Selected gate families:
Drawn at 2 px/um.
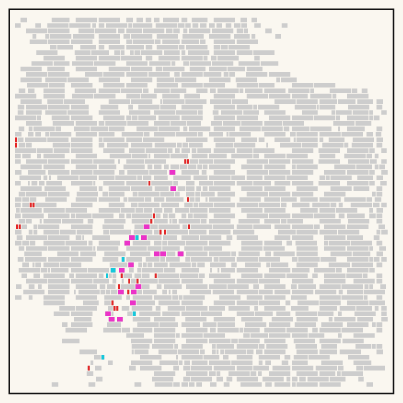
Clock distribution:
Drawn at 2 px/um.
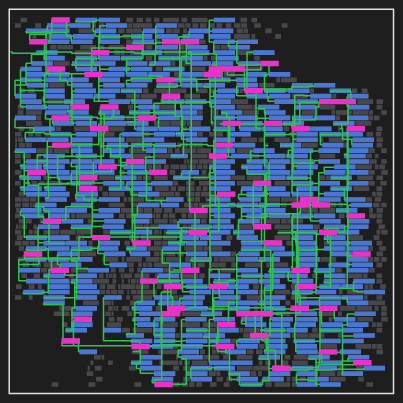
Wiring heat map:
Drawn at 2 px/um. 38 x 38 tiles, from white (low) to dark blue (high), scaled to the fullest tile. Values are wire area over tile area, all layers added.
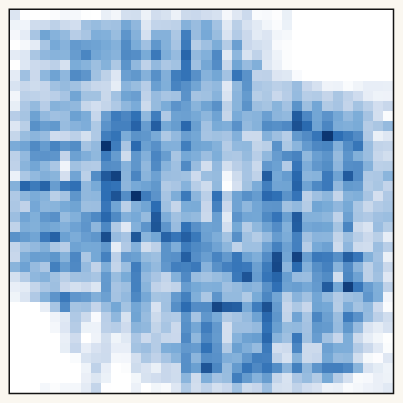
Hierarchy map:
Drawn at 1.5 px/um.
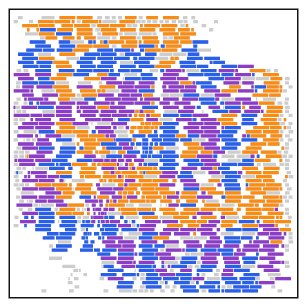
===== config.mk =====
export PLATFORM = sky130hd
export DESIGN_NAME = read_data_router
export DESIGN_NICKNAME = d
export VERILOG_FILES = /design/src/rtl/axi_xbar_pkg.sv /design/src/rtl/sync_fifo.sv /design/src/rtl/read_data_router.sv
export SDC_FILE = /design/constraint.sdc
export NUM_CORES = 1
export LEC_CHECK = 0
export CORE_MARGIN = 2
export CORE_UTILIZATION = 57
export CTS_CLUSTER_DIAMETER = 200
export CTS_CLUSTER_SIZE = 8
export DETAILED_ROUTE_END_ITERATION = 8
export PLACE_DENSITY = 0.79
export SLEW_MARGIN = 30
export SYNTH_ARGS = -nofsm -noshare
export SYNTH_HDL_FRONTEND = slang
export SYNTH_HIERARCHICAL = 1
export SYNTH_SLANG_ARGS = --single-unit

===== constraint.sdc =====
create_clock -name clk -period 2.8 [get_ports clk]
set_input_delay 0.42 -clock clk [delete_from_list [all_inputs] [get_ports clk]]
set_output_delay 0.42 -clock clk [all_outputs]
set_load 0.005 [all_outputs]

===== src/rtl/axi_xbar_pkg.sv =====
// Shared crossbar definitions: sizes, RRESP encodings and the R-channel beat record.
package axi_xbar_pkg;

   localparam int NUM_MASTERS = 3;
   localparam int ID_W        = 6;
   localparam int MID_W       = 2;
   localparam int TID_W       = 4;
   localparam int DATA_W      = 32;

   localparam logic [1:0] RRESP_OKAY   = 2'b00;
   localparam logic [1:0] RRESP_EXOKAY = 2'b01;
   localparam logic [1:0] RRESP_SLVERR = 2'b10;
   localparam logic [1:0] RRESP_DECERR = 2'b11;

   typedef struct packed {
      logic [ID_W-1:0]   rid;
      logic [DATA_W-1:0] rdata;
      logic [1:0]        rresp;
      logic              rlast;
   } r_beat_t;

   // Master index carried in the top bits of a slave-side RID.
   function automatic logic [MID_W-1:0] rid_master(input logic [ID_W-1:0] rid);
      return rid[ID_W-1 -: MID_W];
   endfunction

endpackage


===== src/rtl/sync_fifo.sv =====
// Single-clock FIFO with registered occupancy; head word reads as zero while empty.
module sync_fifo #(
   parameter int WIDTH = 8,
   parameter int DEPTH = 4
) (
   input  logic             clk,
   input  logic             rst_n,
   input  logic             i_push,
   input  logic [WIDTH-1:0] i_wdata,
   input  logic             i_pop,
   output logic             o_full,
   output logic             o_empty,
   output logic [WIDTH-1:0] o_head
);

   localparam int PTR_W = $clog2(DEPTH);
   localparam int CNT_W = PTR_W + 1;

   logic [WIDTH-1:0] r_mem [DEPTH];
   logic [PTR_W-1:0] r_wr_ptr;
   logic [PTR_W-1:0] r_rd_ptr;
   logic [CNT_W-1:0] r_count;
   logic             w_push;
   logic             w_pop;

   assign o_full  = (r_count == CNT_W'(DEPTH));
   assign o_empty = (r_count == '0);
   assign w_push  = i_push && !o_full;
   assign w_pop   = i_pop && !o_empty;

   // NOTE: storage has no reset; only the pointers and count are reset, and the head is masked while empty.
   always_ff @(posedge clk) begin
      if (w_push) r_mem[r_wr_ptr] <= i_wdata;
   end

   // NOTE: state registers use non-blocking assignments so every flop samples pre-edge values.
   always_ff @(posedge clk or negedge rst_n) begin
      if (!rst_n) begin
         r_wr_ptr <= '0;
         r_rd_ptr <= '0;
         r_count  <= '0;
      end else begin
         if (w_push) r_wr_ptr <= r_wr_ptr + PTR_W'(1);
         if (w_pop)  r_rd_ptr <= r_rd_ptr + PTR_W'(1);
         case ({w_push, w_pop})
            2'b10:   r_count <= r_count + CNT_W'(1);
            2'b01:   r_count <= r_count - CNT_W'(1);
            default: r_count <= r_count;
         endcase
      end
   end

   assign o_head = o_empty ? '0 : r_mem[r_rd_ptr];

endmodule


===== src/rtl/read_data_router.sv =====
// Routes one slave's R channel into per-master FIFOs by RID master index; index 3 is dropped and flagged.
// Optional counters are built when READ_DATA_ROUTER_STATS_EN is defined.
module read_data_router #(
   parameter int FIFO_DEPTH = 4,
   parameter int DATA_W     = axi_xbar_pkg::DATA_W,
   parameter int ID_W       = axi_xbar_pkg::ID_W
) (
   input  logic              clk,
   input  logic              rst_n,
   input  logic [ID_W-1:0]   m_axi_r_rid,
   input  logic [DATA_W-1:0] m_axi_r_rdata,
   input  logic [1:0]        m_axi_r_rresp,
   input  logic              m_axi_r_rlast,
   input  logic              m_axi_r_valid,
   output logic              m_axi_r_ready,
   output logic [ID_W-1:0]   s_to_m0_rid,
   output logic [DATA_W-1:0] s_to_m0_rdata,
   output logic [1:0]        s_to_m0_rresp,
   output logic              s_to_m0_rlast,
   output logic              s_to_m0_valid,
   input  logic              s_to_m0_ready,
   output logic [ID_W-1:0]   s_to_m1_rid,
   output logic [DATA_W-1:0] s_to_m1_rdata,
   output logic [1:0]        s_to_m1_rresp,
   output logic              s_to_m1_rlast,
   output logic              s_to_m1_valid,
   input  logic              s_to_m1_ready,
   output logic [ID_W-1:0]   s_to_m2_rid,
   output logic [DATA_W-1:0] s_to_m2_rdata,
   output logic [1:0]        s_to_m2_rresp,
   output logic              s_to_m2_rlast,
   output logic              s_to_m2_valid,
   input  logic              s_to_m2_ready,
`ifdef READ_DATA_ROUTER_STATS_EN
   output logic [15:0]       beat_cnt_m0,
   output logic [15:0]       beat_cnt_m1,
   output logic [15:0]       beat_cnt_m2,
   output logic [15:0]       burst_cnt_m0,
   output logic [15:0]       burst_cnt_m1,
   output logic [15:0]       burst_cnt_m2,
   output logic [15:0]       drop_cnt,
`endif
   input  logic              route_err_clr,
   output logic              route_err
);

   localparam int NM     = axi_xbar_pkg::NUM_MASTERS;
   localparam int WORD_W = ID_W + DATA_W + 3;

   logic [1:0]        w_dst;
   logic              w_drop;
   logic              w_accept;
   logic [NM-1:0]     w_full;
   logic [NM-1:0]     w_empty;
   logic [NM-1:0]     w_push;
   logic [NM-1:0]     w_m_ready;
   logic [WORD_W-1:0] w_wdata;
   logic [WORD_W-1:0] w_head [NM];
   logic              r_route_err;

   assign w_dst     = m_axi_r_rid[ID_W-1 -: 2];
   assign w_drop    = (w_dst == 2'd3);
   assign w_accept  = m_axi_r_valid && m_axi_r_ready;
   assign w_wdata   = {m_axi_r_rid, m_axi_r_rdata, m_axi_r_rresp, m_axi_r_rlast};
   assign w_m_ready = {s_to_m2_ready, s_to_m1_ready, s_to_m0_ready};

   // Ready looks only at registered full flags, so a same-cycle pop cannot make room.
   // NOTE: the default assignment first keeps this combinational block from inferring a latch.
   always_comb begin
      m_axi_r_ready = 1'b1;
      case (w_dst)
         2'd0:    m_axi_r_ready = !w_full[0];
         2'd1:    m_axi_r_ready = !w_full[1];
         2'd2:    m_axi_r_ready = !w_full[2];
         default: m_axi_r_ready = 1'b1;
      endcase
   end

   for (genvar n = 0; n < NM; n++) begin : g_fifo
      assign w_push[n] = w_accept && (w_dst == 2'(n));

      sync_fifo #(
         .WIDTH (WORD_W),
         .DEPTH (FIFO_DEPTH)
      ) u_fifo (
         .clk     (clk),
         .rst_n   (rst_n),
         .i_push  (w_push[n]),
         .i_wdata (w_wdata),
         .i_pop   (w_m_ready[n]),
         .o_full  (w_full[n]),
         .o_empty (w_empty[n]),
         .o_head  (w_head[n])
      );
   end

   assign {s_to_m0_rid, s_to_m0_rdata, s_to_m0_rresp, s_to_m0_rlast} = w_head[0];
   assign {s_to_m1_rid, s_to_m1_rdata, s_to_m1_rresp, s_to_m1_rlast} = w_head[1];
   assign {s_to_m2_rid, s_to_m2_rdata, s_to_m2_rresp, s_to_m2_rlast} = w_head[2];
   assign s_to_m0_valid = !w_empty[0];
   assign s_to_m1_valid = !w_empty[1];
   assign s_to_m2_valid = !w_empty[2];

   // A new misrouted beat outranks a clear on the same edge.
   always_ff @(posedge clk or negedge rst_n) begin
      if (!rst_n)                  r_route_err <= 1'b0;
      else if (w_accept && w_drop) r_route_err <= 1'b1;
      else if (route_err_clr)      r_route_err <= 1'b0;
   end

   assign route_err = r_route_err;

`ifdef READ_DATA_ROUTER_STATS_EN
   logic [15:0] r_beat_cnt  [NM];
   logic [15:0] r_burst_cnt [NM];
   logic [15:0] r_drop_cnt;

   always_ff @(posedge clk or negedge rst_n) begin
      if (!rst_n) begin
         for (int n = 0; n < NM; n++) begin
            r_beat_cnt[n]  <= '0;
            r_burst_cnt[n] <= '0;
         end
         r_drop_cnt <= '0;
      end else begin
         for (int n = 0; n < NM; n++) begin
            if (w_push[n])                      r_beat_cnt[n]  <= r_beat_cnt[n] + 16'd1;
            else if (route_err_clr)             r_beat_cnt[n]  <= '0;
            if (w_push[n] && m_axi_r_rlast)     r_burst_cnt[n] <= r_burst_cnt[n] + 16'd1;
            else if (route_err_clr)             r_burst_cnt[n] <= '0;
         end
         if (w_accept && w_drop)                r_drop_cnt <= r_drop_cnt + 16'd1;
         else if (route_err_clr)                r_drop_cnt <= '0;
      end
   end

   assign beat_cnt_m0  = r_beat_cnt[0];
   assign beat_cnt_m1  = r_beat_cnt[1];
   assign beat_cnt_m2  = r_beat_cnt[2];
   assign burst_cnt_m0 = r_burst_cnt[0];
   assign burst_cnt_m1 = r_burst_cnt[1];
   assign burst_cnt_m2 = r_burst_cnt[2];
   assign drop_cnt     = r_drop_cnt;
`endif

endmodule


==> out/metrics.json <==
{
  "cellInternalPower_mw": 19.01,
  "dr.max_layer_used": "met4",
  "run_status": "complete, no violations",
  "postLayoutCellArea_sq_mm": 0.02522,
  "die_extent_in_y_um": 191.3,
  "yosys_warnings": 6,
  "buffers_excl_clock": 254,
  "placement.io_buffers": 175,
  "rsz0062_at_grt": "true",
  "clk_pin_slew_ns": 0.05,
  "floorplan.die.width_um": 191.3,
  "track_usage": 0.2751,
  "dominant_cells": "sequential cells",
  "netlist_top_cells_count": "492 x sky130_fd_sc_hd__edfxtp_1, 138 x sky130_fd_sc_hd__and2_1, 114 x sky130_fd_sc_hd__mux4_2, 25 x sky130_fd_sc_hd__inv_1, 22 x sky130_fd_sc_hd__dfrtp_1",
  "met1_length_um": 18480,
  "critPathMaxFanout": 11,
  "enable_flop_cells": 492,
  "num-multi-input-gates": 327,
  "cts_tree": "built",
  "worst_path_max_delay_cell": "sky130_fd_sc_hd__mux4_2",
  "nWellTaps": 455,
  "core_area_sq_mm": 0.03454,
  "half_perimeter_wire_length_of_the_detailed_placement_result_um": 25450,
  "p_clk_mw": 8.03,
  "dp.cells": 1544,
  "post-synth-top-area-fraction": 0.7386,
  "area.share.sequential": 0.6084,
  "met3_routed_wirelength_um": 4008,
  "topCellsByArea": "sky130_fd_sc_hd__edfxtp_1 74%, sky130_fd_sc_hd__mux4_2 13%, sky130_fd_sc_hd__and2_1 4.3%",
  "clock_tree_root": "sky130_fd_sc_hd__clkbuf_16",
  "avgRoutedWirePerCell_um": 29.00,
  "via_total_after_detailed_routing": 10280,
  "total_switching_power_mw": 7.386,
  "mux_area_frac": 0.1439,
  "largestPowerGroup": "registers",
  "timing.setup.tns_ns": 0,
  "dr_wl_met2_um": 24840,
  "period_minus_slack_ns": 2.776,
  "drt-vias-per-instance": 6.105,
  "share_of_final_layout_standard_cells_stronger_than_drive_strength_1": 0.2830,
  "worst_r2r_startpoint": "g_fifo[1].u_fifo/r_count[0]",
  "gr-max-usage-layer": "met2",
  "1st_iter_drt_viols": 1155,
  "pwr.group.combinational_mw": 9.01,
  "clock_buffer_count": 100,
  "cts-buffers-inserted": 74,
  "drc": 0,
  "ys_seq_share": 0.7661,
  "ir_worst_vdd_mv": 0.6280,
  "clock_distribution_area_overhead_in_the_final_layout": 0.08197,
  "cts_num_sinks": 514,
  "critPathCaptureType": "output pin",
  "critical-path-max-stage-delay_ns": 0.53,
  "synth.ff_latch_count": 514,
  "max-cap-violations": 0,
  "preCtsSetupSlack_ns": 0.1467,
  "ys_top_logic_family": "multiplexers",
  "finalCoreUtilization": 0.7300,
  "slew_viol_final": 0,
  "grt_remaining_overflow": 0,
  "critPathRequiredTime_ns": 2.38,
  "final_cell_count_no_fill": 1683
}
## Picture notes: 'selected gate families'
legend:
  XOR/XNOR gates:
    color: magenta
    cells: 18
  NAND gates:
    color: cyan
    cells: 6
    most_used: nand3_1
  inverters:
    color: red
    cells: 25
    most_used: inv_1

## Picture notes: 'clock distribution'
legend:
  clock wires:
    color: green
    length: 6390 um
  flip-flops:
    color: blue
    count: 514
  clock drivers:
    color: magenta
    count: 74
routed clock nets: 75
flops lie: spread over the die

## Picture notes: 'wiring heat map'
mean over tiles: 0.22
tiles over half the peak: 32%
nearly empty tiles: 9.4%
fullest tile: 0.57

## Picture notes: 'hierarchy map'
legend:
  `g_fifo[0].u_fifo`:
    color: blue
    cells: 302
    where: spread over the die
  `g_fifo[1].u_fifo`:
    color: purple
    cells: 310
  `g_fifo[2].u_fifo`:
    color: orange
    cells: 308
    where: spread over the die
not colored: 306

